[src/rtl/btb_sram_ctrl.sv]
// btb_sram_ctrl: lookup/update arbiter for the 16x56 single-port BTB macro.
// Optional feature macro: BTB_WR_FWD_EN (forward pending write to lookups).
module btb_sram_ctrl #(
  parameter int STARVE_MAX = 4,
  parameter int IDX_W      = 4
) (
  input  logic              clk,
  input  logic              rst_n,
  input  logic              flush,
  input  logic              lkp_valid,
  input  logic [31:0]       lkp_pc,
  output logic              lkp_ready,
  output logic              rsp_valid,
  output logic              rsp_hit,
  output logic [31:0]       rsp_target,
  input  logic              upd_valid,
  input  logic [31:0]       upd_pc,
  input  logic [31:0]       upd_target,
  output logic              upd_ready,
  output logic              sram_csb0,
  output logic              sram_web0,
  output logic [IDX_W-1:0]  sram_addr0,
  output logic [59-IDX_W:0] sram_din0,
  input  logic [59-IDX_W:0] sram_dout0
);

  localparam int NENT  = 1 << IDX_W;
  localparam int TAG_W = 30 - IDX_W;
  localparam int DW    = TAG_W + 30;
  localparam int CNT_W = $clog2(STARVE_MAX + 1);

  typedef enum logic [1:0] {
    GNT_IDLE,
    GNT_RD,
    GNT_WR
  } gnt_e;

  gnt_e             gnt;
  logic [NENT-1:0]  valid_q;
  logic             wb_vld;
  logic [IDX_W-1:0] wb_idx;
  logic [TAG_W-1:0] wb_tag;
  logic [29:0]      wb_tgt;
  logic [CNT_W-1:0] cnt_q;
  logic             rsp_vld_q;
  logic             vld_q;
  logic [TAG_W-1:0] tag_q;
  logic             force_wr;
  logic             go;
  logic             drain;
  logic             lkp_fire;
  logic             upd_fire;
  logic [IDX_W-1:0] lkp_idx;
  logic [IDX_W-1:0] upd_idx;
  logic [TAG_W-1:0] lkp_tag;
  logic [TAG_W-1:0] upd_tag;
  logic             src_hit;
  logic [29:0]      src_tgt;
  logic             unused_bits;

  assign lkp_idx  = lkp_pc[IDX_W+1:2];
  assign lkp_tag  = lkp_pc[31:IDX_W+2];
  assign upd_idx  = upd_pc[IDX_W+1:2];
  assign upd_tag  = upd_pc[31:IDX_W+2];
  assign force_wr = wb_vld & (cnt_q == CNT_W'(STARVE_MAX));
  assign go       = !flush & !force_wr;

  // Port owner this cycle: flush, starved write, lookup, write, idle
  always_comb begin
    gnt = GNT_IDLE;
    unique case (1'b1)
      flush:                     gnt = GNT_IDLE;
      !flush & force_wr:         gnt = GNT_WR;
      go & lkp_valid:            gnt = GNT_RD;
      go & !lkp_valid & wb_vld:  gnt = GNT_WR;
      default:                   gnt = GNT_IDLE;
    endcase
  end

  assign drain     = gnt == GNT_WR;
  assign lkp_fire  = gnt == GNT_RD;
  assign lkp_ready = go;
  assign upd_ready = !wb_vld | drain | flush;
  assign upd_fire  = upd_valid & upd_ready;

  // Macro pins follow the grant combinationally
  always_comb begin
    sram_csb0  = 1'b1;
    sram_web0  = 1'b1;
    sram_addr0 = '0;
    sram_din0  = '0;
    unique case (gnt)
      GNT_RD: begin
        sram_csb0  = 1'b0;
        sram_addr0 = lkp_idx;
      end
      GNT_WR: begin
        sram_csb0  = 1'b0;
        sram_web0  = 1'b0;
        sram_addr0 = wb_idx;
        sram_din0  = {wb_tag, wb_tgt};
      end
      default: ;
    endcase
  end

  // Valid bits live in flops since the macro has no reset
  always_ff @(posedge clk or negedge rst_n) begin
    if (!rst_n) begin
      valid_q <= '0;
    end else if (flush) begin
      valid_q <= '0;
    end else if (drain) begin
      valid_q[wb_idx] <= 1'b1;
    end
  end

  // Single-entry write buffer; a drain and a new load may share an edge
  always_ff @(posedge clk or negedge rst_n) begin
    if (!rst_n) begin
      wb_vld <= 1'b0;
      wb_idx <= '0;
      wb_tag <= '0;
      wb_tgt <= '0;
    end else begin
      if (flush | drain) wb_vld <= 1'b0;
      if (upd_fire) begin
        wb_vld <= 1'b1;
        wb_idx <= upd_idx;
        wb_tag <= upd_tag;
        wb_tgt <= upd_target[31:2];
      end
    end
  end

  // Count arbitration losses of the buffered write, saturating
  always_ff @(posedge clk or negedge rst_n) begin
    if (!rst_n) begin
      cnt_q <= '0;
    end else if (flush | drain) begin
      cnt_q <= '0;
    end else if (wb_vld & lkp_fire &
                 (cnt_q != CNT_W'(STARVE_MAX))) begin
      cnt_q <= cnt_q + 1'b1;
    end
  end

  // Remember issue-time valid bit and tag for the response cycle
  always_ff @(posedge clk or negedge rst_n) begin
    if (!rst_n) begin
      rsp_vld_q <= 1'b0;
      vld_q     <= 1'b0;
      tag_q     <= '0;
    end else begin
      rsp_vld_q <= lkp_fire;
      if (lkp_fire) begin
        vld_q <= valid_q[lkp_idx];
        tag_q <= lkp_tag;
      end
    end
  end

`ifdef BTB_WR_FWD_EN
  logic        fwd_q;
  logic        fwd_hit_q;
  logic [29:0] fwd_tgt_q;

  // Snapshot the pending write when it shadows the looked-up entry
  always_ff @(posedge clk or negedge rst_n) begin
    if (!rst_n) begin
      fwd_q     <= 1'b0;
      fwd_hit_q <= 1'b0;
      fwd_tgt_q <= '0;
    end else if (lkp_fire) begin
      fwd_q     <= wb_vld & (wb_idx == lkp_idx);
      fwd_hit_q <= wb_tag == lkp_tag;
      fwd_tgt_q <= wb_tgt;
    end
  end

  assign src_hit = fwd_q ? fwd_hit_q
                 : vld_q & (tag_q == sram_dout0[DW-1:30]);
  assign src_tgt = fwd_q ? fwd_tgt_q : sram_dout0[29:0];
`else
  assign src_hit = vld_q & (tag_q == sram_dout0[DW-1:30]);
  assign src_tgt = sram_dout0[29:0];
`endif

  assign rsp_valid  = rsp_vld_q;
  assign rsp_hit    = rsp_vld_q & !flush & src_hit;
  assign rsp_target = rsp_hit ? {src_tgt, 2'b00} : '0;

  assign unused_bits = ^{lkp_pc[1:0], upd_pc[1:0], upd_target[1:0]};

endmodule
[config.mk]
export PLATFORM = sky130hd
export DESIGN_NAME = btb_sram_ctrl
export DESIGN_NICKNAME = d
export VERILOG_FILES = /design/src/rtl/btb_sram_ctrl.sv
export SDC_FILE = /design/constraint.sdc
export NUM_CORES = 1
export LEC_CHECK = 0
export CAP_MARGIN = 20
export CORE_MARGIN = 1.5
export CORE_UTILIZATION = 42
export DETAILED_ROUTE_END_ITERATION = 10
export PLACE_DENSITY = 0.78
export SYNTH_ARGS = -nofsm -noshare
export SYNTH_HDL_FRONTEND = slang
export SYNTH_SLANG_ARGS = --single-unit
[constraint.sdc]
create_clock -name clk -period 2.3 [get_ports clk]
set_clock_uncertainty 0.05 [all_clocks]
set_input_delay 0.23 -clock clk [delete_from_list [all_inputs] [get_ports clk]]
set_output_delay 0.23 -clock clk [all_outputs]
set_load 0.05 [all_outputs]
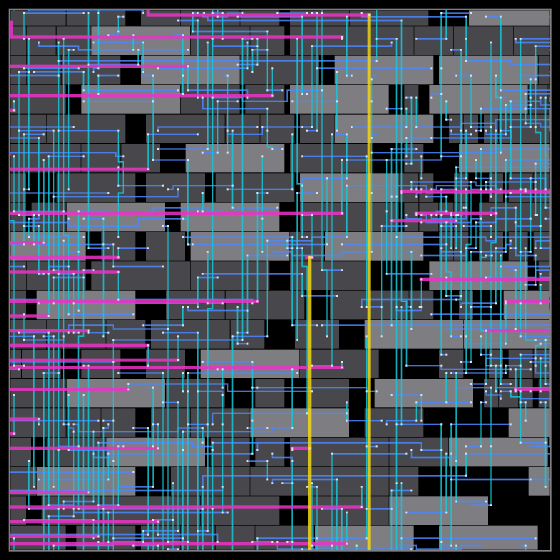
**Above:** run 1 (layout detail).
Window x 4 to 54, y 63 to 113 um. Cells in gray, sequential cells in the stronger gray; small squares are vias.
color	layer
cyan	met2
yellow	met4
magenta	met3
blue	met1
netlist names of flops here include	wb_tgt (17), valid_q (10), wb_idx (4)
cells with their middle in the window	151
sequential cells in the window	31
most frequent	dfrtp_1 (31), buf_12 (23), mux2_4 (20)

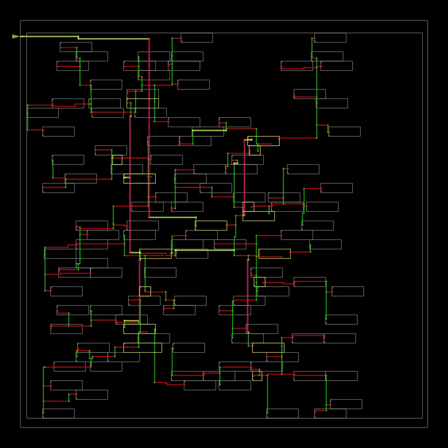
**Above:** run 1 (clock wiring as the flow saved it).
clk sinks: 108
P_clk: 1.59 mW
Insertion Delay late pin: 0.34 ns
clock buffer count in the final layout: 9

==> out/results.txt, run 1 <==
Dominant class by area -> buffers
Fin Hold WS -> 0.3638 ns
ClkCell Share -> 2.849%
Gate power share -> 30.5%
Nets -> 901
Gr usage total -> 25.89%
Non-clock buffers, area share -> 37.51%
Diodes inserted -> 0
Total Power -> 5.709 mW
Final Instance Count excl. Fillers -> 917
Sw Pwr -> 1.702 mW
Tool warnings -> 37
Pwr Density -> 532.8 nW/um^2
First-pass iteration count of the detailed router -> 4
CTS tree -> yes
Clock network power share -> 27.9%
Critical Path AT -> 2.17 ns
Via-to-Cell Ratio -> 5.141
Dpl cell area -> 9721 um^2
Seq group -> 2.37 mW
Switching share of power -> 29.81%
# hold bufs at CTS -> 1
Setup WS post-layout -> -0.1543 ns
Area grow syn2layout -> 93.30%
Busiest grt layer -> met2
Worst rel slew slack -> 64.16%
Status -> finished with violations
CP Class -> reg -> out
Root Driver -> clkbuf_16
Failing checks -> negative setup slack
Fin crit share -> 106.7%
Die Ht -> 117.9 um
Combinational power -> 1.74 mW
Port bufs -> 246
Largest Register -> wb_tgt
P_int -> 4.007 mW
Global Route met3 Usage -> 9.157%
CP cell instances -> xor2_1 -> nor4_2 -> nand4_1 -> buf_6 -> buf_12 -> nor4_4 -> buf_12
Pre-Place Util -> 43.39%
# Cells Yosys -> 468
Final setup vio count -> 74
Vias -> 4,714
Metal3 WL -> 1688 um
Initial antenna violation count -> 0
Reg-to-reg endpoint -> wb_tag[6]$_DFFE_PN0P_
I/O pin total -> 255
Startpoint Class -> flop
RD Place Congestion -> 0.8709
Crit-path most repeated cell -> buf_12
Most numerous logic cell after layout -> clkdlybuf4s50_1
Post-Syn Area -> 5543 um^2
Flop share of the area -> 25.22%
Post-Place Cells -> 884
Gate Area -> 3326 um^2
Metal1 wirelength -> 6892 um
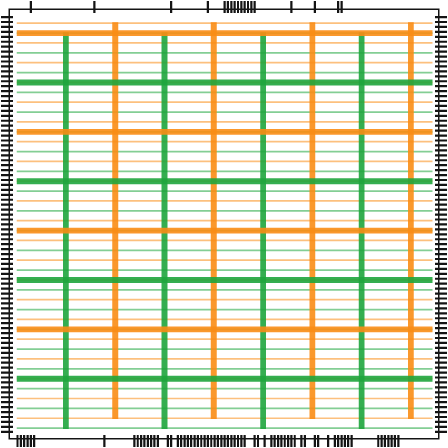
**Above:** run 1 (power grid).
Pins as bars on the die edge.
color	net
green	VSS
orange	VDD
met5 straps	8
met1 rails	42
met4 straps	8
signal pins	255
rows	41

-- run 1: cell usage after synthesis (2+ instances only) --
| library cell | n | area, um^2 |
|---|---|---|
| buf_4 | 8 | 60.06 |
| nand2_1 | 7 | 26.28 |
| buf_6 | 3 | 33.78 |
| xnor2_1 | 5 | 43.79 |
| inv_1 | 36 | 135.1 |
| nor4_2 | 30 | 375.4 |
| nor2_1 | 28 | 105.1 |
| buf_1 | 5 | 18.77 |
| a21oi_1 | 20 | 100.1 |
| nand4_1 | 2 | 12.51 |
| nor2b_1 | 2 | 12.51 |
| and3_1 | 2 | 12.51 |
| ha_1 | 4 | 50.05 |
| mux4_1 | 3 | 78.83 |
| xor2_1 | 21 | 183.9 |
| dfrtp_1 | 108 | 2703 |
| nand3_1 | 3 | 15.01 |
| buf_2 | 3 | 15.01 |
| nor3_1 | 3 | 15.01 |
| nand2b_1 | 4 | 25.02 |
| mux2_1 | 86 | 968.4 |
| a22oi_1 | 3 | 22.52 |
| clkbuf_1 | 10 | 37.54 |
| and2_1 | 56 | 350.3 |
| nor4_1 | 5 | 31.28 |
| mux2i_1 | 3 | 30.03 |
-- run 1: critical path: cells and delay by family, from the launching register on --
kind,cells,cell delay [ns]
XOR/XNOR,1,0.15
buffers and inverters,3,0.53
flip-flops,1,0.40
AND/OR/NAND/NOR,3,0.73
-- run 1: kinds of logic (layout without fill, tap and decap cells) --
logic type / after synthesis / after routing / share of synthesized area, %
AND/OR/NAND/NOR: 145 / 145 / 18.24
flip-flops: 108 / 108 / 48.76
multiplexers: 94 / 94 / 20.11
buffers and inverters: 66 / 342 / 5.485
XOR/XNOR: 26 / 26 / 4.108
AND-OR/OR-AND: 24 / 24 / 2.325
adder cells (fa/ha/maj): 4 / 4 / 0.9030
other: 1 / 2 / 0.06766
==> run 1 -> run 2 <==
--- a/config.mk
+++ b/config.mk
@@ -7,9 +7,9 @@
 export LEC_CHECK = 0
 export CAP_MARGIN = 20
 export CORE_MARGIN = 1.5
-export CORE_UTILIZATION = 42
+export CORE_UTILIZATION = 30
 export DETAILED_ROUTE_END_ITERATION = 10
-export PLACE_DENSITY = 0.78
+export PLACE_DENSITY = 0.58
 export SYNTH_ARGS = -nofsm -noshare
 export SYNTH_HDL_FRONTEND = slang
 export SYNTH_SLANG_ARGS = --single-unit
==> out/results.txt, run 2 <==
Status -> finished with violations
Nets -> 919
P_clk -> 1.63 mW
First-pass iteration count of the detailed router -> 4
Failing checks -> negative setup slack
Flop share of the area -> 24.74%
Top comb family, area -> multiplexers
Post-Synth Adder-Cell Area -> 0.9029%
Multiplexer share -> 20.11%
Largest Register -> wb_tgt
Startpoint Class -> flop
Non-clock buffers, area share -> 38.52%
Clk sinks -> 108
Simple share -> 18.24%
Final Instance Count excl. Fillers -> 992
Sw Pwr -> 1.658 mW
Clock network power share -> 28.4%
Final setup vio count -> 91
Area grow syn2layout -> 97.09%
Switching share of power -> 28.84%
Clock buffer count in the final layout -> 12
Diodes inserted -> 0
Area leader, netlist -> dfrtp_1
Fin crit share -> 110.8%
CP Class -> reg -> out
Setup WS post-layout -> -0.2477 ns
P_int -> 4.092 mW
Post-Syn Area -> 5543 um^2
Fin Hold WS -> 0.3752 ns
Tool warnings -> 37
Synth top cells by count -> dfrtp_1 (108), mux2_1 (86), and2_1 (56)
Pre-Place Util -> 30.75%
Gate Area -> 3269 um^2
ClkCell Share -> 2.852%
Seq group -> 2.35 mW
Root Driver -> clkbuf_16
run 2: worst max-delay path: stages (launching register included):
cell and delay, ns:
dfrtp_1 0.39, xor2_1 0.16, nor4_2 0.32, buf_4 0.16, nand4_1 0.11, buf_6 0.17, clkbuf_16 0.17, nor4_2 0.25
buf_12 0.18
run 2: layer usage:
metal | up-vias | GRT usage (%) | wire length [um]
met3 | 15 | 7.700 | 1784
met2 | 218 | 31.71 | 9143
met1 | 2295 | 23.12 | 7340
met5 | - | 0 | 0
li1 | 2160 | - | -
met4 | 0 | 4.550 | 184
run 2: final timing paths:
check / start / end / slack (ns) / cells past startpoint
setup reg to reg: cnt_q[1]$_DFFE_PN0P_ / wb_tgt[14]$_DFFE_PN0P_ / 0.06 / 13
hold reg to reg: tag_q[7]$_DFFE_PN0N_ / tag_q[7]$_DFFE_PN0N_ / 0.46 / 1
max in group asynchronous: rst_n / wb_tgt[23]$_DFFE_PN0P_ / 1.11 / 3
setup / recovery: tag_q[3]$_DFFE_PN0N_ / rsp_target[30] / -0.25 / 8
min in group clk: lkp_pc[6] / tag_q[0]$_DFFE_PN0N_ / 0.42 / 2
hold / removal: rst_n / wb_tgt[14]$_DFFE_PN0P_ / 0.38 / 2
run 2: cells by family after synthesis:
| group | after synthesis |
|---|---|
| AND/OR/NAND/NOR | 145 |
| flip-flops | 108 |
| multiplexers | 94 |
| buffers and inverters | 66 |
| XOR/XNOR | 26 |
| AND-OR/OR-AND | 24 |
| adder cells (fa/ha/maj) | 4 |
| other | 1 |
run 2: repair_timing:
item / 4_1_cts / 5_1_grt
setup buffers: 12 / 7
resized: 84 / 32
hold endpoints to repair: 41 / 0
setup endpoints to repair: 91 / 142
gates cloned: 9 / 5
hold buffers: 1 / 0
pin swaps: 8 / 11
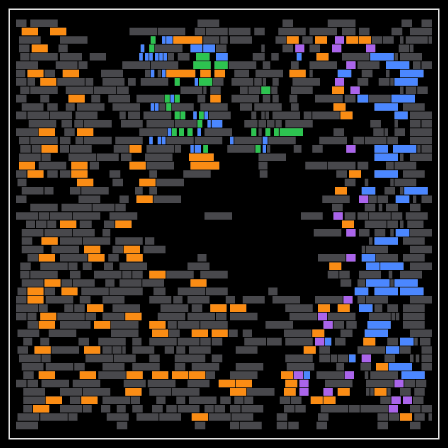
**Above:** run 2 (gate-type map).
color	family	cells	most used
purple	XOR/XNOR gates	26	xor2_1
blue	NOR gates	69	nor2_1
green	inverting AOI/OAI gates	24	a21oi_1
orange	multiplexers	94	mux2_4

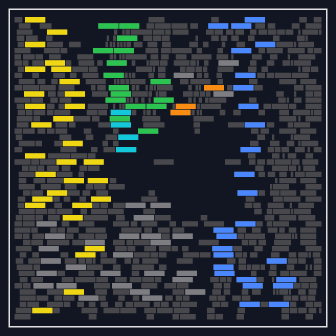
**Above:** run 2 (register map, names as in the netlist).
color	netlist name	placed flops
cyan	wb_idx	4
green	valid_q	16
blue	tag_q	26
orange	cnt_q	3
yellow	wb_tgt	30

Power and IR drop assume default switching activity.
